**config.mk**
```make
export PLATFORM = sky130hd
export DESIGN_NAME = hazard_stall_ctrl_flat
export DESIGN_NICKNAME = d
export VERILOG_FILES = /design/src/rtl/hazard_stall_ctrl_if.sv /design/src/rtl/hazard_stall_ctrl.sv /design/src/flat_wrapper.sv
export SDC_FILE = /design/constraint.sdc
export NUM_CORES = 1
export LEC_CHECK = 0
export CAP_MARGIN = 20
export CELL_PAD_IN_SITES_DETAIL_PLACEMENT = 1
export CELL_PAD_IN_SITES_GLOBAL_PLACEMENT = 1
export CORE_UTILIZATION = 33
export DETAILED_ROUTE_END_ITERATION = 16
export PLACE_DENSITY = 0.8
export SYNTH_ARGS = -nofsm -noshare
export SYNTH_HDL_FRONTEND = slang
export SYNTH_SLANG_ARGS = --single-unit
```
**constraint.sdc**
```tcl
create_clock -name clk -period 1.9 [get_ports clk]
set_input_delay 0.19 -clock clk [delete_from_list [all_inputs] [get_ports clk]]
set_output_delay 0.19 -clock clk [all_outputs]
set_load 0.03 [all_outputs]
```
**src/rtl/hazard_stall_ctrl_if.sv**
```systemverilog
// Pipeline-to-controller bundle: decode operands, in-flight writers, branch, and control/debug outputs.
// The slave modport is the controller; the master modport is the pipeline datapath.
interface hazard_stall_ctrl_if #(
    parameter int ASIZE = 4,
    parameter int CNT_W = 16
);
    logic             id_valid;
    logic [ASIZE-1:0] id_rs1;
    logic [ASIZE-1:0] id_rs2;
    logic             id_use_rs1;
    logic             id_use_rs2;
    logic             ex_wen;
    logic [ASIZE-1:0] ex_waddr;
    logic             dm_wen;
    logic [ASIZE-1:0] dm_waddr;
    logic             wb_wen;
    logic [ASIZE-1:0] wb_waddr;
    logic             br_taken;
    logic             pc_hold;
    logic             ifid_hold;
    logic             idex_bubble;
    logic             flush;
    logic [1:0]       state;
    logic [CNT_W-1:0] stall_cnt;
    logic [CNT_W-1:0] flush_cnt;

    modport master (
        output id_valid, id_rs1, id_rs2, id_use_rs1, id_use_rs2,
        output ex_wen, ex_waddr, dm_wen, dm_waddr, wb_wen, wb_waddr, br_taken,
        input  pc_hold, ifid_hold, idex_bubble, flush, state, stall_cnt, flush_cnt
    );

    modport slave (
        input  id_valid, id_rs1, id_rs2, id_use_rs1, id_use_rs2,
        input  ex_wen, ex_waddr, dm_wen, dm_waddr, wb_wen, wb_waddr, br_taken,
        output pc_hold, ifid_hold, idex_bubble, flush, state, stall_cnt, flush_cnt
    );
endinterface

```
**src/rtl/hazard_stall_ctrl.sv**
```systemverilog
// RAW-hazard stall and taken-branch flush sequencer for the IF/ID/EXE + DM + WB pipeline.
//   state | meaning
//   RUN   | normal issue; hazard detection live, outputs may assert combinationally
//   STALL | holding fetch/decode and bubbling ID_EXE until the producer reaches the regfile
//   FLUSH | squashing wrong-path fetches after a taken branch
module hazard_stall_ctrl #(
    parameter int ASIZE         = 4,
    parameter int WRITE_THROUGH = 0,
    parameter int FLUSH_CYCLES  = 2,
    parameter int CNT_W         = 16
) (
    input  logic clk,
    input  logic rst,
    hazard_stall_ctrl_if.slave bus
);
    typedef enum logic [1:0] {
        S_RUN   = 2'b00,
        S_STALL = 2'b01,
        S_FLUSH = 2'b10
    } state_t;

    localparam int             RW         = 8;
    localparam logic [RW-1:0]  FLUSH_INIT = RW'(FLUSH_CYCLES - 1);
    localparam logic [1:0]     WB_DEPTH   = (WRITE_THROUGH != 0) ? 2'd0 : 2'd1;

    state_t           r_state, w_next_state;
    logic [RW-1:0]    r_remain, w_next_remain;
    logic [CNT_W-1:0] r_stall_cnt, r_flush_cnt;
    logic             w_hit_ex, w_hit_dm, w_hit_wb;
    logic [1:0]       w_depth;
    logic             w_hold, w_bubble, w_flush;

    function automatic logic f_hit(input logic wen, input logic [ASIZE-1:0] waddr,
                                   input logic valid, input logic use1, input logic [ASIZE-1:0] rs1,
                                   input logic use2, input logic [ASIZE-1:0] rs2);
        return valid & wen & ((use1 & (rs1 == waddr)) | (use2 & (rs2 == waddr)));
    endfunction

    assign w_hit_ex = f_hit(bus.ex_wen, bus.ex_waddr, bus.id_valid, bus.id_use_rs1, bus.id_rs1,
                            bus.id_use_rs2, bus.id_rs2);
    assign w_hit_dm = f_hit(bus.dm_wen, bus.dm_waddr, bus.id_valid, bus.id_use_rs1, bus.id_rs1,
                            bus.id_use_rs2, bus.id_rs2);
    assign w_hit_wb = f_hit(bus.wb_wen, bus.wb_waddr, bus.id_valid, bus.id_use_rs1, bus.id_rs1,
                            bus.id_use_rs2, bus.id_rs2);

    // Youngest producer dictates how long decode must wait.
    always_comb begin
        w_depth = 2'd0;
        if (w_hit_ex)      w_depth = 2'd3;
        else if (w_hit_dm) w_depth = 2'd2;
        else if (w_hit_wb) w_depth = WB_DEPTH;
    end

    always_comb begin
        w_next_state  = r_state;
        w_next_remain = r_remain;
        w_hold        = 1'b0;
        w_bubble      = 1'b0;
        w_flush       = 1'b0;
        if (bus.br_taken && r_state != S_FLUSH) begin
            w_flush  = 1'b1;
            w_bubble = 1'b1;
            if (FLUSH_CYCLES > 1) begin
                w_next_state  = S_FLUSH;
                w_next_remain = FLUSH_INIT;
            end else begin
                w_next_state  = S_RUN;
                w_next_remain = '0;
            end
        end else begin
            case (r_state)
                S_RUN: begin
                    if (w_depth != 2'd0) begin
                        w_hold   = 1'b1;
                        w_bubble = 1'b1;
                        if (w_depth > 2'd1) begin
                            w_next_state  = S_STALL;
                            w_next_remain = RW'(w_depth) - RW'(1);
                        end
                    end
                end
                S_STALL: begin
                    w_hold        = 1'b1;
                    w_bubble      = 1'b1;
                    w_next_remain = r_remain - RW'(1);
                    if (r_remain <= RW'(1)) w_next_state = S_RUN;
                end
                S_FLUSH: begin
                    w_flush       = 1'b1;
                    w_bubble      = 1'b1;
                    w_next_remain = r_remain - RW'(1);
                    if (r_remain <= RW'(1)) w_next_state = S_RUN;
                end
                default: begin
                    w_next_state  = S_RUN;
                    w_next_remain = '0;
                end
            endcase
        end
    end

    always_ff @(posedge clk or negedge rst) begin
        if (!rst) begin
            r_state     <= S_RUN;
            r_remain    <= '0;
            r_stall_cnt <= '0;
            r_flush_cnt <= '0;
        end else begin
            r_state  <= w_next_state;
            r_remain <= w_next_remain;
            if (w_hold && r_stall_cnt != '1)  r_stall_cnt <= r_stall_cnt + CNT_W'(1);
            if (w_flush && r_flush_cnt != '1) r_flush_cnt <= r_flush_cnt + CNT_W'(1);
        end
    end

    // Mealy terms are masked by reset so nothing leaks out while rst is low.
    assign bus.pc_hold     = rst & w_hold;
    assign bus.ifid_hold   = rst & w_hold;
    assign bus.idex_bubble = rst & w_bubble;
    assign bus.flush       = rst & w_flush;
    assign bus.state       = r_state;
    assign bus.stall_cnt   = r_stall_cnt;
    assign bus.flush_cnt   = r_flush_cnt;
endmodule

```
**src/flat_wrapper.sv**
```systemverilog
// flat-port wrapper written by rule: the top's interface ports become plain ports
module hazard_stall_ctrl_flat 
#(
    parameter int ASIZE         = 4,
    parameter int WRITE_THROUGH = 0,
    parameter int FLUSH_CYCLES  = 2,
    parameter int CNT_W         = 16
)
  (clk, rst, bus_id_valid, bus_id_rs1, bus_id_rs2, bus_id_use_rs1, bus_id_use_rs2, bus_ex_wen, bus_ex_waddr, bus_dm_wen, bus_dm_waddr, bus_wb_wen, bus_wb_waddr, bus_br_taken, bus_pc_hold, bus_ifid_hold, bus_idex_bubble, bus_flush, bus_state, bus_stall_cnt, bus_flush_cnt);
  hazard_stall_ctrl_if #(.ASIZE(ASIZE), .CNT_W(CNT_W)) bus_i ();
  input  logic clk;
  input  logic rst;
  input wire logic [$bits(bus_i.id_valid)-1:0] bus_id_valid;
  input wire logic [$bits(bus_i.id_rs1)-1:0] bus_id_rs1;
  input wire logic [$bits(bus_i.id_rs2)-1:0] bus_id_rs2;
  input wire logic [$bits(bus_i.id_use_rs1)-1:0] bus_id_use_rs1;
  input wire logic [$bits(bus_i.id_use_rs2)-1:0] bus_id_use_rs2;
  input wire logic [$bits(bus_i.ex_wen)-1:0] bus_ex_wen;
  input wire logic [$bits(bus_i.ex_waddr)-1:0] bus_ex_waddr;
  input wire logic [$bits(bus_i.dm_wen)-1:0] bus_dm_wen;
  input wire logic [$bits(bus_i.dm_waddr)-1:0] bus_dm_waddr;
  input wire logic [$bits(bus_i.wb_wen)-1:0] bus_wb_wen;
  input wire logic [$bits(bus_i.wb_waddr)-1:0] bus_wb_waddr;
  input wire logic [$bits(bus_i.br_taken)-1:0] bus_br_taken;
  output wire logic [$bits(bus_i.pc_hold)-1:0] bus_pc_hold;
  output wire logic [$bits(bus_i.ifid_hold)-1:0] bus_ifid_hold;
  output wire logic [$bits(bus_i.idex_bubble)-1:0] bus_idex_bubble;
  output wire logic [$bits(bus_i.flush)-1:0] bus_flush;
  output wire logic [$bits(bus_i.state)-1:0] bus_state;
  output wire logic [$bits(bus_i.stall_cnt)-1:0] bus_stall_cnt;
  output wire logic [$bits(bus_i.flush_cnt)-1:0] bus_flush_cnt;
  assign bus_i.id_valid = bus_id_valid;
  assign bus_i.id_rs1 = bus_id_rs1;
  assign bus_i.id_rs2 = bus_id_rs2;
  assign bus_i.id_use_rs1 = bus_id_use_rs1;
  assign bus_i.id_use_rs2 = bus_id_use_rs2;
  assign bus_i.ex_wen = bus_ex_wen;
  assign bus_i.ex_waddr = bus_ex_waddr;
  assign bus_i.dm_wen = bus_dm_wen;
  assign bus_i.dm_waddr = bus_dm_waddr;
  assign bus_i.wb_wen = bus_wb_wen;
  assign bus_i.wb_waddr = bus_wb_waddr;
  assign bus_i.br_taken = bus_br_taken;
  assign bus_pc_hold = bus_i.pc_hold;
  assign bus_ifid_hold = bus_i.ifid_hold;
  assign bus_idex_bubble = bus_i.idex_bubble;
  assign bus_flush = bus_i.flush;
  assign bus_state = bus_i.state;
  assign bus_stall_cnt = bus_i.stall_cnt;
  assign bus_flush_cnt = bus_i.flush_cnt;
  hazard_stall_ctrl #(.ASIZE(ASIZE), .WRITE_THROUGH(WRITE_THROUGH), .FLUSH_CYCLES(FLUSH_CYCLES), .CNT_W(CNT_W)) u_core (.clk(clk), .rst(rst), .bus(bus_i));
endmodule
```
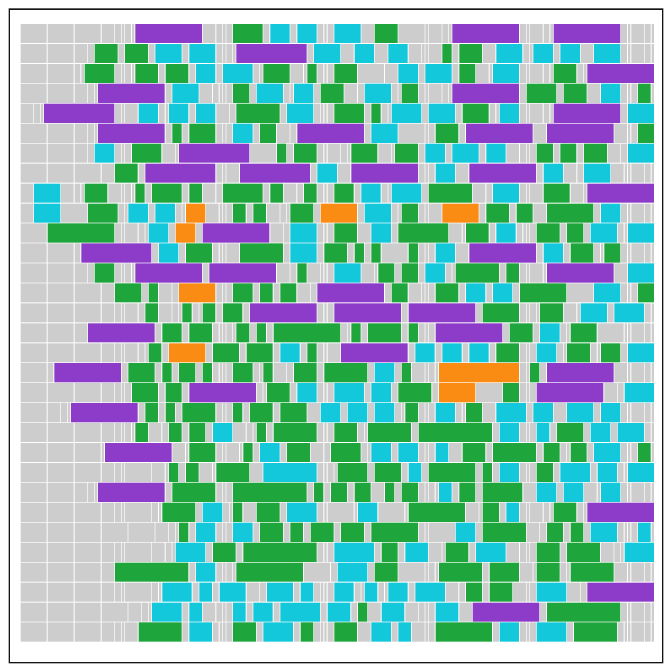
(run_1/placement_by_type.png)
Fill, decap, tap and diode cells in grey.
Green shows combinational and other logic, cells 204. Orange shows clock drivers and dummy loads, cells 8. Purple shows flops, cells 42. Cyan shows other buffers and delay cells, cells 148.
post-route cell area: 0.00444 mm²
fraction of area in registers: 0.238

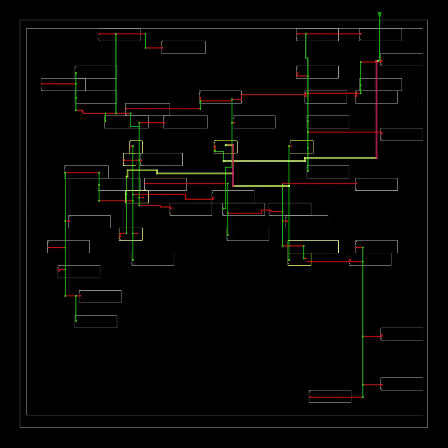
(run_1/clocks.png)
total CTS buffers: 5
clk ins delay skew pair: 0.31 ns
worst clock skew: 0.0113 ns

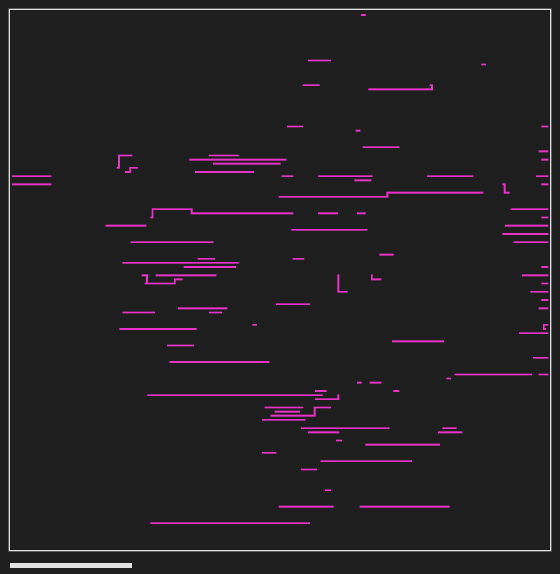
(run_1/layer_met3.png)
The bar under the picture is 20 µm long.
The longest straight run is 28.5 µm. The layer holds 4.5% of the routed length.
DR vias: 2,767
WL final: 12,500 µm

==> impl_metrics.py, run 1 <==
# Flow results
metrics = {
    "run_status": {
        "outcome": "complete, but fails checks",
        "failed_checks": "setup timing",
    },
    "drt": {
        "dr.pass1.iters": 6,
        "routed_via_density": 5.52,
        "routedWlPerCell_um": 24.9,
        "drtIter0Drc": 237,
        "remaining_drc_errors": 0,
        "ant_nets": 0,
    },
    "global_routing": {
        "grt_pass1_wl_um": 15400,
        "grt_util_all_layers": 0.264,
        "overflow": 0,
        "grt_antenna_before_repair": 0,
        "grt_max_degree": 24,
        "grt_pass1_vias": 2831,
    },
    "die": {
        "die_w_um": 88.9,
        "floorplan.core_util": 0.342,
        "fp.coreArea_mm2": 0.00729,
        "die_area_mm2": 0.00790,
        "pin_count": 67,
        "fp.dieH_um": 88.9,
        "fp-row-count": 31,
    },
    "setup_path": {
        "cp_data_required_time_ns": 2.10,
        "endpoint_kind": "register",
        "r2r_cells": 11,
        "rr_startpoint": "u_core.bus.state[1]",
        "crit_type": "primary input to register",
        "regToRegSetupSlack_ns": -0.41,
        "worstPathArrival_ns": 2.89,
        "start_kind": "primary input",
        "cp_max_fo": 7,
        "crit_path_start": "bus_ex_waddr[2]",
        "regToRegEndpoint": "u_core.bus.stall_cnt[13]",
    },
    "final_layout": {
        "final_core_utilization": 0.609,
        "area_growth_pct": 78.2,
        "nNetsFinal": 439,
        "drive_gt1_frac": 0.473,
        "layout.cells.most_common": "buf_4",
        "stdcell_count": 501,
        "insertedDiodeCount": 0,
        "final_cell_mix": "buf_4, dfrtp_1, clkdlybuf4s50_1, xnor2_1, buf_6",
        "fillers": 791,
    },
    "place": {
        "dp_slack_ns": -1.14,
        "dpl.hpwl_um": 6270,
        "portBuffers": 66,
        "place.gp.congestion": 0.806,
        "place_inst": 463,
    },
    "power_and_ir_drop": {
        "pwr-share-seq": 0.307,
        "leakagePower_nw": 1.98,
        "intPower_w": 0.00247,
        "clkPwrFrac": 0.175,
        "peakVddDrop_v": 0.000628,
        "p_comb_frac": 0.517,
        "total_power_w": 0.00434,
        "powerClk_w": 0.000762,
        "powerComb_w": 0.00225,
        "top_power_group": "combinational logic",
        "pg_seq_w": 0.00134,
        "switchingPower_w": 0.00188,
        "pwr_density_cell_mw_per_mm2": 979,
        "swShare": 0.432,
    },
    "yosys": {
        "ys_area_mm2": 0.00249,
        "syn_area_mm2": 0.00249,
        "ys_async_sr_fraction": 1.00,
        "syn_nets": 286,
        "yosys_warnings": 0,
        "ys_types": 43,
        "ys_ff": 42,
        "syn_area_per_cell_um2": 10.0,
        "edf_count": 0,
        "synthCells": 248,
        "ff_type": "dfrtp_1",
        "seq_area_frac_synth": 0.422,
        "ys_cells": 248,
    },
    "min_path": {
        "min_path_type": "primary input to async pin",
    },
    "sta": {
        "whs_ns": 0.314,
        "tightest_slew_ns": 0.515,
        "min_period_ns": 2.69,
        "slew_violations": 0,
        "final.setup.worst_slack_ns": -0.793,
        "fmax_mhz": 371,
        "slew-limit-headroom": 0.654,
        "min_period_over_period": 1.42,
        "rsz0062_at_grt": "true",
        "hold_violations": 0,
        "setup_viol": 33,
    },
    "clock_network": {
        "clockRootBuffer": "clkbuf_8",
        "clk_pin_slew_ns": 0.10,
        "clkSinkCount": 42,
        "ctsResizeCount": 106,
        "cts_hold_buffers": 1,
        "cts_max_level": 2,
        "cts_setup_buffers": 15,
        "clock_path_buffers": 2,
        "cts_tree": "done",
    },
    "flow_run": {
        "warnings": 33,
        "drv_cap": 0,
    },
}
## run 1: worst max-delay path: stages
cell and delay (ns):
buf_8 0.10, xnor2_2 0.20, nand4_1 0.15, or4_4 0.55, o21ai_4 0.10, a21oi_2 0.09
ha_4 0.20, nor2b_4 0.14, nor2_2 0.06, nor2_2 0.19, buf_6 0.15, nand3_4 0.09
a21oi_4 0.26, buf_4 0.18, nand3_2 0.09, xnor2_1 0.15
## run 1: cells by family (layout without fill, tap and decap cells)
group / count (synthesis) / in the layout / share of synthesized area
and+or+nand+nor: 95 / 96 / 0.214
adders and majority gates: 9 / 9 / 0.0452
buffers and inverters: 13 / 166 / 0.0226
DFF: 42 / 42 / 0.422
muxes: 4 / 4 / 0.0171
AOI/OAI and AO/OA: 33 / 33 / 0.0959
xor gates and xnor gates: 52 / 52 / 0.183
## run 1: how the worst max path moves through the flow
stage,cells after the start,to
2_1_floorplan,12,u_core.bus.stall_cnt[7]
3_3_place_gp,13,u_core.bus.stall_cnt[7]
3_5_place_dp,13,u_core.bus.stall_cnt[7]
4_1_cts,13,bus_ifid_hold
5_1_grt,16,u_core.bus.stall_cnt[13]
6_report,16,u_core.bus.stall_cnt[13]
## run 1: per-layer routing
| metal | part of all wire | wire, µm | vias to the layer above | global-route usage |
|---|---|---|---|---|
| met2 | 0.51 | 6430 | 128 | 0.466 |
| met1 | 0.41 | 5090 | 1417 | 0.318 |
| met5 | 0 | 0 | - | 0 |
| met4 | 0.033 | 412 | 0 | 0.114 |
| li1 | - | - | 1187 | - |
| met3 | 0.045 | 559 | 35 | 0.0392 |
## run 1: sequential cells by signal (all words and copies together) (netlist names)
| register | count |
|---|---|
| u_core.bus.state | 2 |
| u_core.r_remain | 8 |
| u_core.bus.flush_cnt | 16 |
| u_core.bus.stall_cnt | 16 |
## run 1: cell usage after synthesis (2+ instances only)
cell type  count  area (µm²)
dfrtp_1       42        1050
xnor2_1       34         298
nand3_1       21         105
nand2_1       18        67.6
xor2_1        18         158
nor2_1        14        52.6
inv_1         10        37.5
nand4_1       10        62.6
ha_1           9         113
a21oi_1        5        25.0
a32o_1         5        50.1
and3_1         5        31.3
nor3_1         5        25.0
o21ai_0        5        25.0
o22ai_1        5        31.3
nor2b_1        4        25.0
and4_4         3        33.8
a21o_1         2        15.0
a31oi_1        2        12.5
and2_1         2        12.5
buf_4          2        15.0
mux2_2         2        22.5
mux2i_1        2        20.0
nor4_1         2        12.5
o31ai_1        2        15.0
or4_1          2        15.0
## run 1: per-stage QoR
stage          TNS [ns]  area (µm²)
2_1_floorplan     -7.41        2570
4_1_cts           -7.15        4110
6_report         -13.65        4440
3_3_place_gp     -26.19        3710
3_5_place_dp     -30.08        3710
5_1_grt          -14.64        4440
## run 1: layout make-up
type / instances / area, µm² / share of cell area
inverter: 10 / 40.0 / 0.00902
clock buffer: 5 / 68.8 / 0.0155
sequential: 42 / 1060 / 0.238
tap: 99 / 124 / 0.0279
multi-input combinational: 194 / 1820 / 0.410
timing repair buffer: 148 / 1280 / 0.289
clock inverter: 3 / 45.0 / 0.0101
==> run_1/metal_density.png <==
The bar under the picture is 20 µm long. The die is cut into 18 by 18 equal tiles; dark blue is low, red is high, scaled to the fullest tile. Values are wire area over tile area, all layers added.
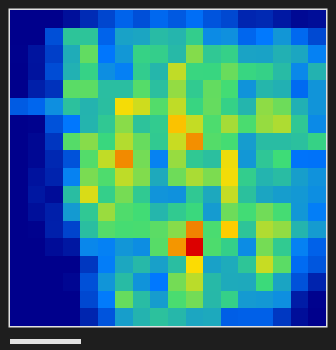

==> run 2: changes to the inputs <==
- ABC_AREA: unset -> 1
- CORE_UTILIZATION: 33 -> 32
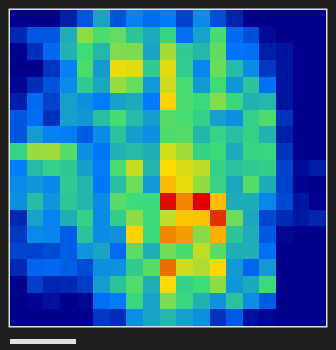
(run_2/metal_density.png)
The bar under the picture is 20 µm long. The die is cut into 19 by 19 equal tiles; dark blue is low, red is high, scaled to the fullest tile. Values are wire area over tile area, all layers added.
The emptiest ninth of the die: north-east. The densest ninth of the die: centre. 17% of the tiles are nearly empty.
DR vias: 3,066
drt wl/cell: 20.3 µm
WL final: 12,200 µm
Tot GR Track Use: 0.246

==> run 2 against run 1 <==
  * Cell area stayed put
  * Core utilization is 7.4 points lower
  * Critical endpoint is now u_core.bus.stall_cnt[11]
  * Routed wire length is 2.1% lower
  * The flow still finishes with violations (setup timing)
  * Clock skew is 0.00061 ns lower
==> impl_metrics.py, run 2 <==
# Flow results
metrics = {
    "clock_network": {
        "cts-buffers-inserted": 5,
        "clock_path_buffers": 2,
        "clkSinkCount": 42,
        "clk_pin_slew_ns": 0.09,
        "clk_latency_ns": 0.31,
        "cts_max_level": 2,
        "clockRootBuffer": "clkbuf_8",
        "cts_tree": "done",
    },
    "global_routing": {
        "grt_pass1_vias": 3290,
        "grt_pass1_wl_um": 16900,
        "overflow": 0,
        "grt_max_degree": 43,
        "grt_antenna_before_repair": 0,
    },
    "drt": {
        "routed_via_density": 5.08,
        "remaining_drc_errors": 0,
        "drtIter0Drc": 160,
        "ant_nets": 0,
        "dr.pass1.iters": 5,
    },
    "die": {
        "fp.coreArea_mm2": 0.00830,
        "fp.dieH_um": 95.0,
        "die_area_mm2": 0.00903,
        "die_w_um": 95.0,
        "pin_count": 67,
        "floorplan.core_util": 0.334,
        "fp-row-count": 33,
    },
    "sta": {
        "setup_viol": 29,
        "fmax_mhz": 421,
        "rsz0062_at_grt": "true",
        "final.setup.worst_slack_ns": -0.477,
        "tightest_slew_ns": 0.556,
        "slew-limit-headroom": 0.629,
        "min_period_over_period": 1.25,
        "hold_violations": 0,
        "min_period_ns": 2.38,
        "slew_violations": 0,
        "finalSetupTns_ns": -6.51,
        "finClkSkew_ns": 0.0107,
        "whs_ns": 0.00607,
    },
    "yosys": {
        "ys_area_mm2": 0.00277,
        "ff_type": "dfrtp_1",
        "edf_count": 0,
        "top_cells_by_area": "dfrtp_1, nand2_1, xor2_1",
        "ys_types": 27,
        "ys_async_sr_fraction": 1.00,
        "common_cells": "nand2_1, inv_1, dfrtp_1",
        "ys_cells": 370,
        "yosys_warnings": 0,
        "synth_top_area_share": 0.379,
        "syn_area_mm2": 0.00277,
        "syn_nets": 408,
        "largest_area_cell": "dfrtp_1",
        "syn_area_per_cell_um2": 7.49,
        "ys_ff": 42,
        "seq_area_frac_synth": 0.379,
        "yosysMostFrequentCell": "nand2_1",
        "synthCells": 370,
    },
    "setup_path": {
        "rr_startpoint": "u_core.bus.state[1]",
        "endpoint_kind": "register",
        "regToRegSetupSlack_ns": -0.23,
        "start_kind": "primary input",
        "cp_max_fo": 3,
        "worstPathArrival_ns": 2.62,
        "crit_type": "primary input to register",
        "cp_top_family": "simple AND/OR/NAND/NOR gates",
        "slowest_delay_ns": 0.20,
        "crit_chain": "buf_4 > inv_1 > o21ai_0 > a21oi_1 > nand2_1 > nand2_1 > nand2_2 > and2_4 > ha_4 > inv_2 > nand2_2 > clkinv_4 > nor2_4 > nor2_4 > nand2_4 > nand2_4 > nand2_2 > nor3_4 > nand2_2 > nor2_2 > nand2_1 > nand2_1",
        "r2r_cells": 14,
        "slowest_stage": "a21oi_1",
        "worst-path-buf-inv": 4,
        "regToRegEndpoint": "u_core.bus.stall_cnt[11]",
        "cp_data_required_time_ns": 2.15,
    },
    "final_layout": {
        "final_cell_mix": "nand2_1, buf_4, dfrtp_1, inv_1, clkdlybuf4s50_1",
        "nNetsFinal": 535,
        "area_growth_pct": 60.3,
        "insertedDiodeCount": 0,
        "layout.cells.most_common": "nand2_1",
        "drive_gt1_frac": 0.365,
        "stdcell_count": 603,
    },
    "place": {
        "place.gp.congestion": 0.867,
        "portBuffers": 66,
        "place_inst": 565,
        "dpl.hpwl_um": 6780,
    },
    "power_and_ir_drop": {
        "peakVddDrop_v": 0.000651,
        "leakagePower_nw": 2.15,
        "pwr_density_cell_mw_per_mm2": 1190,
        "total_power_w": 0.00527,
    },
    "min_path": {
        "min_path_type": "primary input to async pin",
    },
    "run_status": {
        "failed_checks": "setup timing",
        "outcome": "complete, but fails checks",
    },
    "flow_run": {
        "drv_cap": 0,
        "warnings": 33,
    },
}
[run 2: logic make-up (layout without fill, tap and decap cells)]
logic type	count (synthesis)	after routing	synth area share
adders and majority gates	9	9	0.0407
buffers and inverters	59	186	0.0867
DFF	42	42	0.379
AOI/OAI and AO/OA	32	32	0.0592
and+or+nand+nor	187	188	0.304
xor gates and xnor gates	41	41	0.130
[run 2: through the flow]
stage                      util  worst slack [ns]  instance area (µm²)
after global placement    0.455            -0.924                 3770
after global routing      0.535            -0.607                 4440
after CTS                 0.498            -0.250                 4140
final                     0.535            -0.477                 4440
after detailed placement  0.455             -1.06                 3770
after floorplan               -            -0.161                 2820
[run 2: power breakdown]
group / internal, W / switching, W
Sequential: 0.00115 / 0.000269
Combinational: 0.00127 / 0.00196
Clock: 0.000260 / 0.000356
Total: 0.00268 / 0.00259
[run 2: repair_timing]
action / in CTS / in global routing
hold buffers: 0 / 0
endpoints found under the setup margin: 29 / 34
cloned: 0 / 1
gates resized: 166 / 59
pin swaps: 46 / 30
hold endpoints to repair: 0 / 0
setup buffers: 20 / 12
[run 2: worst max path at each step]
| stage | from | endpoint | slack (ns) | cells past startpoint |
|---|---|---|---|---|
| global placement | bus_id_rs1[2] | u_core.bus.stall_cnt[11] | -0.92 | 22 |
| floorplan | bus_id_rs1[2] | u_core.bus.stall_cnt[14] | -0.16 | 22 |
| global route | bus_ex_waddr[1] | u_core.bus.stall_cnt[14] | -0.61 | 22 |
| finish | bus_ex_waddr[1] | u_core.bus.stall_cnt[11] | -0.48 | 22 |
| CTS | bus_id_rs1[1] | u_core.bus.stall_cnt[14] | -0.25 | 23 |
| detailed placement | bus_id_rs1[2] | u_core.bus.stall_cnt[14] | -1.06 | 23 |
[run 2: cell type report]
class / count / area [µm²]
clock buffer: 5 / 68.8
tap: 105 / 131
clock inverter: 3 / 18.8
multi-input combinational: 270 / 1820
timing repair buffer: 122 / 1110
fill: 976 / 3860
inverter: 56 / 240
sequential: 42 / 1050
[run 2: worst register-to-register path: cells and delay by family, from the launching register on]
kind / cells / cell delay [ns]
adders and majority gates: 1 / 0.25
buffers and inverters: 2 / 0.22
DFF: 1 / 0.43
and+or+nand+nor: 11 / 1.17
[run 2: per-layer routing]
| metal | GRT usage | share of wire |
|---|---|---|
| met5 | 0 | 0 |
| met4 | 0.0896 | 0.038 |
| met3 | 0.0463 | 0.035 |
| met2 | 0.447 | 0.53 |
| met1 | 0.286 | 0.40 |
==> run_2/layer_met3.png <==
The bar under the picture is 20 µm long.
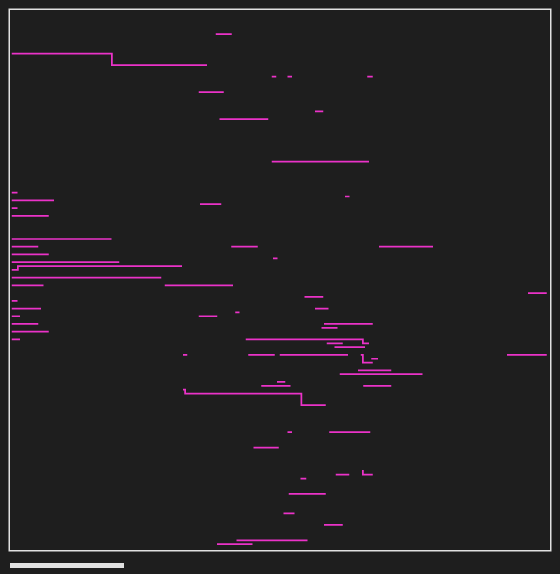

==> run 3: changes to the inputs <==
- CAP_MARGIN: 20 -> unset
- HOLD_SLACK_MARGIN: unset -> 0.06
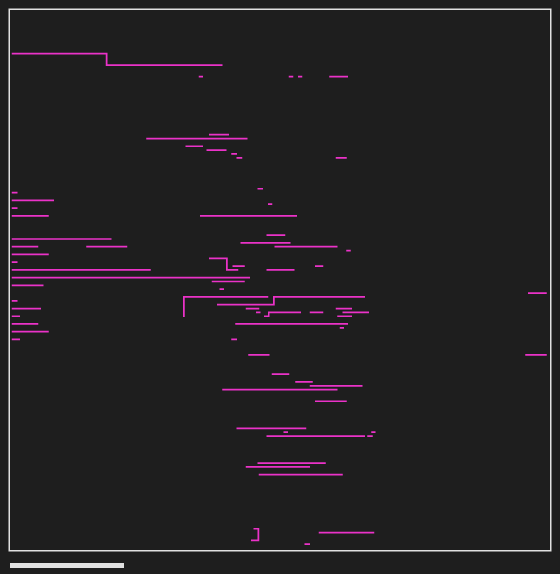
(run_3/layer_met3.png)
The bar under the picture is 20 µm long.
The layer holds 4.0% of the routed length. 52 nets have wire on it.
met3 usage: 0.0463
DR vias: 3,119

==> run 3 against run 2 <==
  * The flow still finishes with violations (setup timing)
  * Via count up 1.7%
  * Clock power down 0.8%
  * Synthesized cell count unchanged
  * Critical path depth unchanged
  * Core utilization up 0.12 points
  * Worst setup slack better by 0.013 ns
  * Critical endpoint unchanged
  * Largest cell class unchanged
  * Largest power group unchanged
==> impl_metrics.py, run 3 <==
# Flow results
metrics = {
    "setup_path": {
        "crit_cells": 22,
        "r2r_cells": 14,
        "start_kind": "primary input",
        "crit_chain": "buf_8 > buf_6 > xnor2_4 > nand4_1 > nand2_1 > nand2_2 > nand2_2 > and2_4 > ha_4 > inv_2 > nand2_2 > clkinv_4 > nor2_4 > nor2_4 > nand2_2 > nand2_4 > nand2_2 > nor3_4 > nand2_2 > nor2_2 > nand2_1 > nand2_1",
        "regToRegSetupSlack_ns": -0.23,
        "cp_max_fo": 3,
        "crit_end": "u_core.bus.stall_cnt[11]",
        "cp_data_required_time_ns": 2.13,
        "worst-path-buf-inv": 4,
        "slowest_delay_ns": 0.18,
        "cp_top_family": "simple AND/OR/NAND/NOR gates",
        "regToRegEndpoint": "u_core.bus.stall_cnt[11]",
        "worstPathArrival_ns": 2.60,
        "endpoint_kind": "register",
        "rr_startpoint": "u_core.bus.state[1]",
        "crit_path_start": "bus_id_rs2[2]",
    },
    "die": {
        "floorplan.core_util": 0.334,
        "pin_count": 67,
        "fp.dieH_um": 95.0,
        "fp-row-count": 33,
        "fp.coreArea_mm2": 0.00830,
        "die_w_um": 95.0,
    },
    "final_layout": {
        "nNetsFinal": 536,
        "drive_gt1_frac": 0.365,
        "final_cell_mix": "nand2_1, buf_4, dfrtp_1, inv_1, clkdlybuf4s50_1",
        "seqCellArea_mm2": 0.00105,
        "insertedDiodeCount": 0,
        "fillers": 989,
        "area_growth_pct": 60.6,
        "logic_area_mm2": 0.00182,
        "layout.cells.most_common": "nand2_1",
    },
    "sta": {
        "whs_ns": 0.516,
        "hold_violations": 0,
        "finClkSkew_ns": 0.0150,
        "fmax_mhz": 423,
        "slew-limit-headroom": 0.623,
        "rsz0062_at_grt": "true",
        "final.setup.worst_slack_ns": -0.464,
        "min_period_over_period": 1.24,
        "min_period_ns": 2.36,
        "slew_violations": 0,
        "tightest_slew_ns": 0.566,
        "setup_viol": 29,
    },
    "yosys": {
        "ys_types": 27,
        "seq_area_frac_synth": 0.379,
        "largest_area_cell": "dfrtp_1",
        "common_cells": "nand2_1, inv_1, dfrtp_1",
        "ys_async_sr_fraction": 1.00,
        "ff_type": "dfrtp_1",
        "ys_ff": 42,
        "synthCells": 370,
        "syn_area_per_cell_um2": 7.49,
        "syn_nets": 408,
        "ys_area_mm2": 0.00277,
        "edf_count": 0,
        "ys_cells": 370,
        "top_cells_by_area": "dfrtp_1, nand2_1, xor2_1",
        "synth_top_area_share": 0.379,
    },
    "global_routing": {
        "grt_pass1_vias": 3290,
        "grt.busiest_layer": "met2",
        "grt_pass1_wl_um": 16900,
        "overflow": 0,
        "grtUsageMet1": 0.286,
        "grt_max_degree": 43,
        "use_met2": 0.447,
        "grt_antenna_before_repair": 0,
    },
    "drt": {
        "dr.pass1.iters": 4,
        "routedWlPerCell_um": 20.2,
        "remaining_drc_errors": 0,
        "drtIter0Drc": 136,
        "routed_wirelength_um": 12200,
        "routed_via_density": 5.16,
        "ant_nets": 0,
    },
    "place": {
        "dpl.hpwl_um": 6780,
        "place.gp.congestion": 0.867,
        "place_inst": 565,
        "dp_slack_ns": -1.06,
    },
    "clock_network": {
        "cts_tree": "done",
        "clock_path_buffers": 2,
        "clk_latency_ns": 0.30,
        "clkSinkCount": 42,
        "cts-buffers-inserted": 5,
        "clockRootBuffer": "clkbuf_8",
    },
    "flow_run": {
        "warnings": 33,
        "drv_cap": 0,
    },
    "run_status": {
        "outcome": "complete, but fails checks",
        "failed_checks": "setup timing",
    },
    "power_and_ir_drop": {
        "leakagePower_nw": 2.16,
    },
    "min_path": {
        "min_path_type": "register to register",
    },
}
==> run 3: cell counts after synthesis <==
Identical to the previous run, type by type.
==> run 3: cells by family (layout without fill, tap and decap cells) <==
group                    after synthesis  count (layout)  share of synthesized area
buffers and inverters                 59             187                     0.0867
adder cells (fa/ha/maj)                9               9                     0.0407
AND/OR/NAND/NOR                      187             188                      0.304
flip-flops                            42              42                      0.379
XOR/XNOR                              41              41                      0.130
AND-OR/OR-AND                         32              32                     0.0592
==> run 3: timing repair <==
item / 4_1_cts / 5_1_grt
endpoints found under the hold margin: 42 / 0
setup endpoints to repair: 29 / 34
buffers inserted: 20 / 12
hold buffers: 1 / 0
pin swaps: 46 / 30
resized: 166 / 59
gates cloned: 0 / 1
==> run 3: worst min-delay path by stage <==
| stage | start | end | cells after the start |
|---|---|---|---|
| floorplan | rst | u_core.bus.flush_cnt[0] | 0 |
| global placement | rst | u_core.r_remain[1] | 2 |
| detailed placement | rst | u_core.r_remain[0] | 2 |
| CTS | u_core.bus.flush_cnt[14] | u_core.bus.flush_cnt[14] | 1 |
| global route | u_core.bus.flush_cnt[14] | u_core.bus.flush_cnt[14] | 1 |
| finish | u_core.bus.flush_cnt[15] | u_core.bus.flush_cnt[15] | 1 |
==> run 3: layout make-up <==
cell class | instances | share of cell area
Multi-Input combinational cell | 270 | 0.409
Timing Repair Buffer | 123 | 0.252
Sequential cell | 42 | 0.236
Inverter | 56 | 0.0540
Tap cell | 105 | 0.0295
Clock buffer | 5 | 0.0155
Clock inverter | 3 | 0.00422
==> run 3: stage by stage <==
stage	power [W]	TNS, ns	cell area, µm²	util
after floorplan	0.00298	-0.801	2820	-
after global placement	0.00389	-18.57	3770	0.455
after detailed placement	0.00398	-21.59	3770	0.455
after CTS	0.00476	-1.61	4150	0.499
after global routing	0.00556	-8.58	4450	0.536
final	0.00526	-6.96	4450	0.536
==> run 3: routing by layer <==
| metal | up-vias | wire, µm |
|---|---|---|
| met5 | - | 0 |
| met4 | 0 | 518 |
| met3 | 41 | 489 |
| met2 | 88 | 6520 |
| met1 | 1564 | 4690 |
| li1 | 1426 | - |
==> run 3: power breakdown <==
part | internal (W) | switching (W)
Sequential | 0.00115 | 0.000265
Clock | 0.000260 | 0.000351
Combinational | 0.00127 | 0.00196
Total | 0.00268 | 0.00257

==> notes/layouts.md <==
Pictures saved along the way, in no particular order.

Met1 routing.
panel A
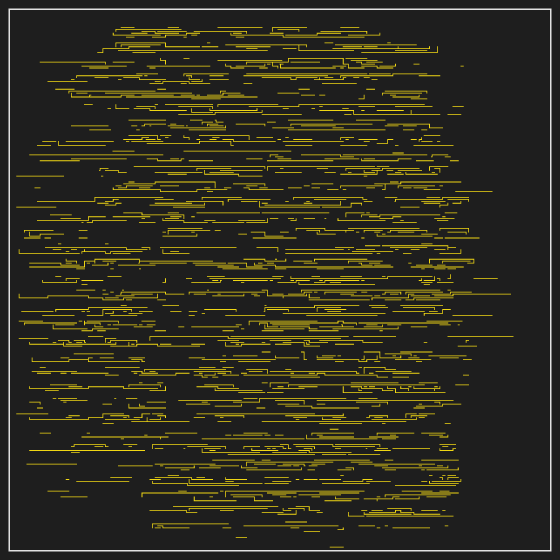
panel B
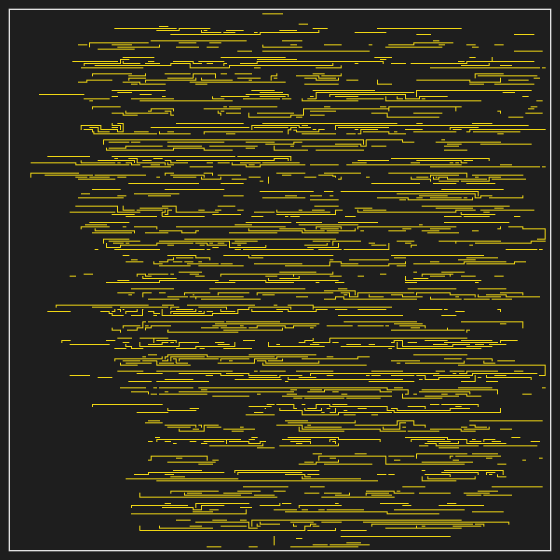
| from | picture |
|---|---|
| run 2 | panel A |
| run 1 | panel B |

No activity file was given, so power comes from the tool's default toggle rates.
